[src/rtl/fp_min_sum_tracker.sv]
// rtl/fp_min_sum_tracker.sv - serial min-sum check-node tracker (min1, min2, min1 index, sign XOR)
// Takes one check row of floating-point messages, one per handshake, and returns the row summary.
module fp_min_sum_tracker #(
    parameter  int EXP_W   = 8,
    parameter  int MAN_W   = 23,
    parameter  int DEG_MAX = 16,
    localparam int W       = 1 + EXP_W + MAN_W,
    localparam int IDX_W   = (DEG_MAX > 1) ? $clog2(DEG_MAX) : 1
) (
    input  logic             clk,
    input  logic             rst,
    input  logic             start,
    input  logic [IDX_W:0]   deg,
    input  logic             in_valid,
    output logic             in_ready,
    input  logic [W-1:0]     in_data,
    output logic             out_valid,
    input  logic             out_ready,
    output logic [W-1:0]     min1,
    output logic [W-1:0]     min2,
    output logic [IDX_W-1:0] min1_idx,
    output logic             sign_xor,
    output logic             busy
);

    localparam logic [1:0] S_IDLE  = 2'b00;
    localparam logic [1:0] S_ACCUM = 2'b01;
    localparam logic [1:0] S_HOLD  = 2'b10;

    localparam logic [IDX_W:0] DEG_LIMIT = (IDX_W + 1)'(DEG_MAX);
    localparam logic [W-1:0]   POS_INF   = {1'b0, {EXP_W{1'b1}}, {MAN_W{1'b0}}};

    logic [1:0]       state_q, state_d;
    logic [IDX_W:0]   deg_q, deg_d;
    logic [IDX_W:0]   cnt_q, cnt_d;
    logic [W-1:0]     min1_q, min1_d;
    logic [W-1:0]     min2_q, min2_d;
    logic [IDX_W-1:0] idx_q, idx_d;
    logic             sxor_q, sxor_d;

    logic             deg_ok;
    logic             accept;
    logic [IDX_W:0]   cnt_inc;
    logic [W-2:0]     in_mag;
    logic             in_sign;
    logic             lt_min1;
    logic             lt_min2;

    // Magnitude order is the unsigned order of {exp,man}; holds for normals, denormals and zeros.
    assign in_mag   = in_data[W-2:0];
    assign in_sign  = in_data[W-1];
    assign lt_min1  = in_mag < min1_q[W-2:0];
    assign lt_min2  = in_mag < min2_q[W-2:0];
    assign deg_ok   = (deg != '0) && (deg <= DEG_LIMIT);
    assign accept   = (state_q == S_ACCUM) && in_valid;
    assign cnt_inc  = cnt_q + 1'b1;

    always_comb begin
        state_d = state_q;
        deg_d   = deg_q;
        cnt_d   = cnt_q;
        min1_d  = min1_q;
        min2_d  = min2_q;
        idx_d   = idx_q;
        sxor_d  = sxor_q;
        case (state_q)
            S_IDLE: begin
                if (start && deg_ok) begin
                    state_d = S_ACCUM;
                    deg_d   = deg;
                    cnt_d   = '0;
                end
            end
            S_ACCUM: begin
                if (accept) begin
                    cnt_d = cnt_inc;
                    if (cnt_q == '0) begin
                        min1_d = {1'b0, in_mag};
                        min2_d = POS_INF;
                        idx_d  = '0;
                        sxor_d = in_sign;
                    end else begin
                        sxor_d = sxor_q ^ in_sign;
                        // Strict compare keeps the earliest index as min1 on ties.
                        if (lt_min1) begin
                            min2_d = min1_q;
                            min1_d = {1'b0, in_mag};
                            idx_d  = cnt_q[IDX_W-1:0];
                        end else if (lt_min2) begin
                            min2_d = {1'b0, in_mag};
                        end
                    end
                    if (cnt_inc == deg_q) begin
                        state_d = S_HOLD;
                    end
                end
            end
            S_HOLD: begin
                if (out_ready) begin
                    state_d = S_IDLE;
                end
            end
            default: begin
                state_d = S_IDLE;
            end
        endcase
    end

    always_ff @(posedge clk or posedge rst) begin
        if (rst) begin
            state_q <= S_IDLE;
            deg_q   <= '0;
            cnt_q   <= '0;
            min1_q  <= '0;
            min2_q  <= '0;
            idx_q   <= '0;
            sxor_q  <= 1'b0;
        end else begin
            state_q <= state_d;
            deg_q   <= deg_d;
            cnt_q   <= cnt_d;
            min1_q  <= min1_d;
            min2_q  <= min2_d;
            idx_q   <= idx_d;
            sxor_q  <= sxor_d;
        end
    end

    assign in_ready  = (state_q == S_ACCUM);
    assign out_valid = (state_q == S_HOLD);
    assign busy      = (state_q == S_ACCUM) || (state_q == S_HOLD);
    assign min1      = min1_q;
    assign min2      = min2_q;
    assign min1_idx  = idx_q;
    assign sign_xor  = sxor_q;

endmodule
[config.mk]
export PLATFORM = sky130hd
export DESIGN_NAME = fp_min_sum_tracker
export DESIGN_NICKNAME = d
export VERILOG_FILES = /design/src/rtl/fp_min_sum_tracker.sv
export SDC_FILE = /design/constraint.sdc
export NUM_CORES = 1
export LEC_CHECK = 0
export CAP_MARGIN = 20
export CORE_ASPECT_RATIO = 0.8
export CORE_MARGIN = 5
export CORE_UTILIZATION = 46
export CTS_BUF_LIST = sky130_fd_sc_hd__clkbuf_2 sky130_fd_sc_hd__clkbuf_4 sky130_fd_sc_hd__clkbuf_8
export DETAILED_ROUTE_END_ITERATION = 12
export PLACE_DENSITY = 0.71
export SETUP_SLACK_MARGIN = 0.4
export SKIP_CTS_REPAIR_TIMING = 1
export SLEW_MARGIN = 30
export SYNTH_ARGS = -nofsm -noshare
export SYNTH_HDL_FRONTEND = slang
export SYNTH_SLANG_ARGS = --single-unit
[constraint.sdc]
create_clock -name clk -period 8.4 [get_ports clk]
set_clock_uncertainty 0.2 [all_clocks]
set_input_delay 0.84 -clock clk [delete_from_list [all_inputs] [get_ports clk]]
set_output_delay 0.84 -clock clk [all_outputs]
set_load 0.05 [all_outputs]
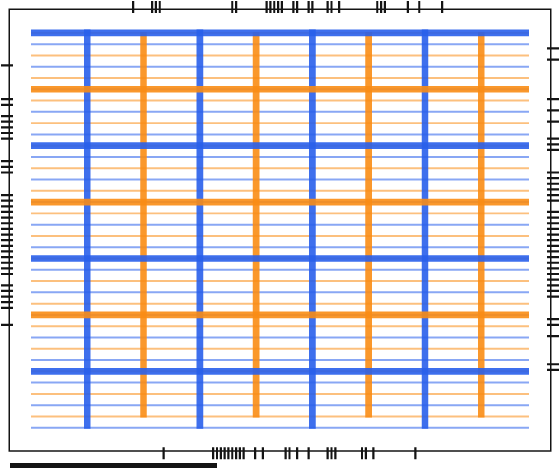
Fig. 1. PDN straps and rails.
Bar = 50 um. Pins as bars on the die edge.
- orange: VDD
- blue: VSS
- rows: 35
- met5 straps: 7
die width: 130 um
Core Area: 11400 um^2
Worst VDD drop: 0.256 mV
Die Ht: 106 um

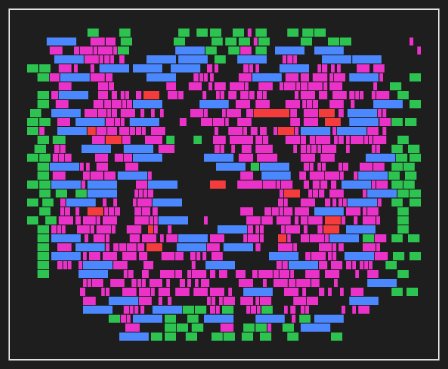
Fig. 2. Cell classes on the final placement.
- red: clock drivers and dummy loads (cells 15; share of their area 3.1%)
- green: remaining buffers and delay cells (cells 115; share of their area 17%)
- blue: registers (cells 79; share of their area 30%)
- magenta: remaining logic cells (cells 465; share of their area 49%)
Core Util, Final: 59.0%
Seq area share: 29.3%
Final Instance Area: 6740 um^2
row cnt: 35

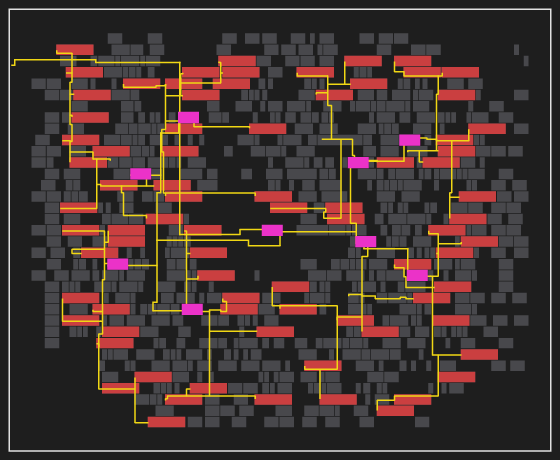
Fig. 3. Clock wires, drivers and flops.
- magenta: clock-net drivers (count 9)
- yellow: clock wires (length 1090 um)
- red: flip-flops (count 79)
- routed clock nets: 10
Clock Power Share: 10.8%
clk latency late pin: 0.35 ns
Clk power: 0.294 mW

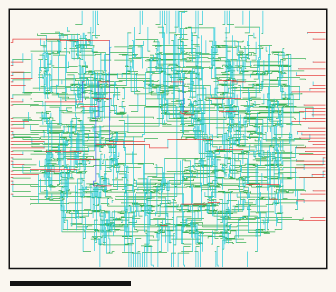
Fig. 4. Metal layers overlaid.
Bar = 50 um.
- red: M3 (wire length 687 um)
- cyan: M2 (wire length 5910 um)
- green: M1 (wire length 6340 um)
- blue: M4 (wire length 107 um)
Tot GR Track Use: 19.4%
Vias: 4308
Routed WL per cell: 15.9 um

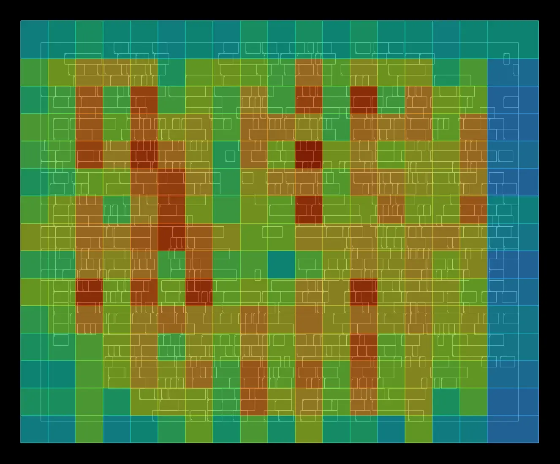
Fig. 5. Track usage over the die.
GR peak layer: met2
met3 Usage GRT: 3.97%
met1 Usage GRT: 27.9%

==> reports/results.tsv <==
metric	value	unit
flop_cell	dfrtp_1	
intPower	1.34	mW
synth_cells	565	
final_common_cell	clkdlybuf4s50_1	
cts_tree	built	
grt.overflow.total	0	
drtIter0Drc	245	
edf_count	0	
logic_gate_count	398	
cts-buffers-inserted	9	
status	finished clean	
ys_area	5320	um^2
critPathLaunchType	input pin	
area_growth	26.8	%
powerDensity	404	nW/um^2
antenna_found_initial	0	
worst-setup-path-type	in2reg	
place_area	6540	um^2
num-nonclk-buffers	115	
slew_violations	0	
setup_violations	0	
hold-worst-slack	0.324	ns
via_per_inst	5.24	
nNetsFinal	778	
inv_count	67	
aoi_share	11.5	%
end_kind	flip-flop	
ys_types	47	
seqCellArea	1980	um^2
power_leader	combinational cells	
cp_slowest_stage_delay	0.79	ns
## final timing paths
| kind | start | endpoint | slack, ns | cells past startpoint |
|---|---|---|---|---|
| worst max-delay path | in_data[1] | min2[10] | 4.34 | 10 |
| worst min-delay path | min1_idx[0] | min1_idx[0] | 0.32 | 1 |
| worst max register to register | min1[14] | min2[10] | 4.94 | 9 |
| worst min register to register | min1_idx[0] | min1_idx[0] | 0.32 | 1 |
| max in group asynchronous | rst | min2[19] | 6.70 | 3 |
| min in group asynchronous | rst | min1[0] | 0.81 | 3 |
## cell usage after synthesis (4+ instances only)
cell type | count | area [um^2]
buf_4 | 5 | 37.5
mux2i_1 | 31 | 310
nand3_1 | 9 | 45.0
o21ai_0 | 47 | 235
mux2_1 | 21 | 236
xor2_1 | 4 | 35.0
mux2_2 | 19 | 214
nor2_1 | 21 | 78.8
xnor2_1 | 4 | 35.0
a211oi_1 | 4 | 30.0
dfrtp_1 | 79 | 1980
inv_1 | 67 | 251
clkbuf_1 | 13 | 48.8
a21oi_1 | 17 | 85.1
nand4_1 | 10 | 62.6
nand2_1 | 95 | 357
a21o_1 | 11 | 82.6
ha_1 | 66 | 826
nor2b_1 | 4 | 25.0
## critical path, delay by kind of cell
kind            cells  cell delay, ns
compound gates      4            1.44
simple gates        1            0.05
fa+ha+maj           1            0.34
buf+inv             2            0.92
mux                 2            0.50
## flip-flops by register name, indices dropped and copies added, names as in the netlist
| name | flops |
|---|---|
| cnt_q | 5 |
| min1_idx | 4 |
| state_q | 2 |
| min2 | 31 |
| min1 | 31 |
| deg_q | 5 |
| sign_xor | 1 |
## layer usage
metal	vias to the layer above	track usage, %	wire length (um)
met3	11	3.97	687
met2	112	29.9	5910
met4	0	4.45	106
met1	2042	27.9	6340
met5	-	0	0
li1	2143	-	-
Power and IR drop assume default switching activity.
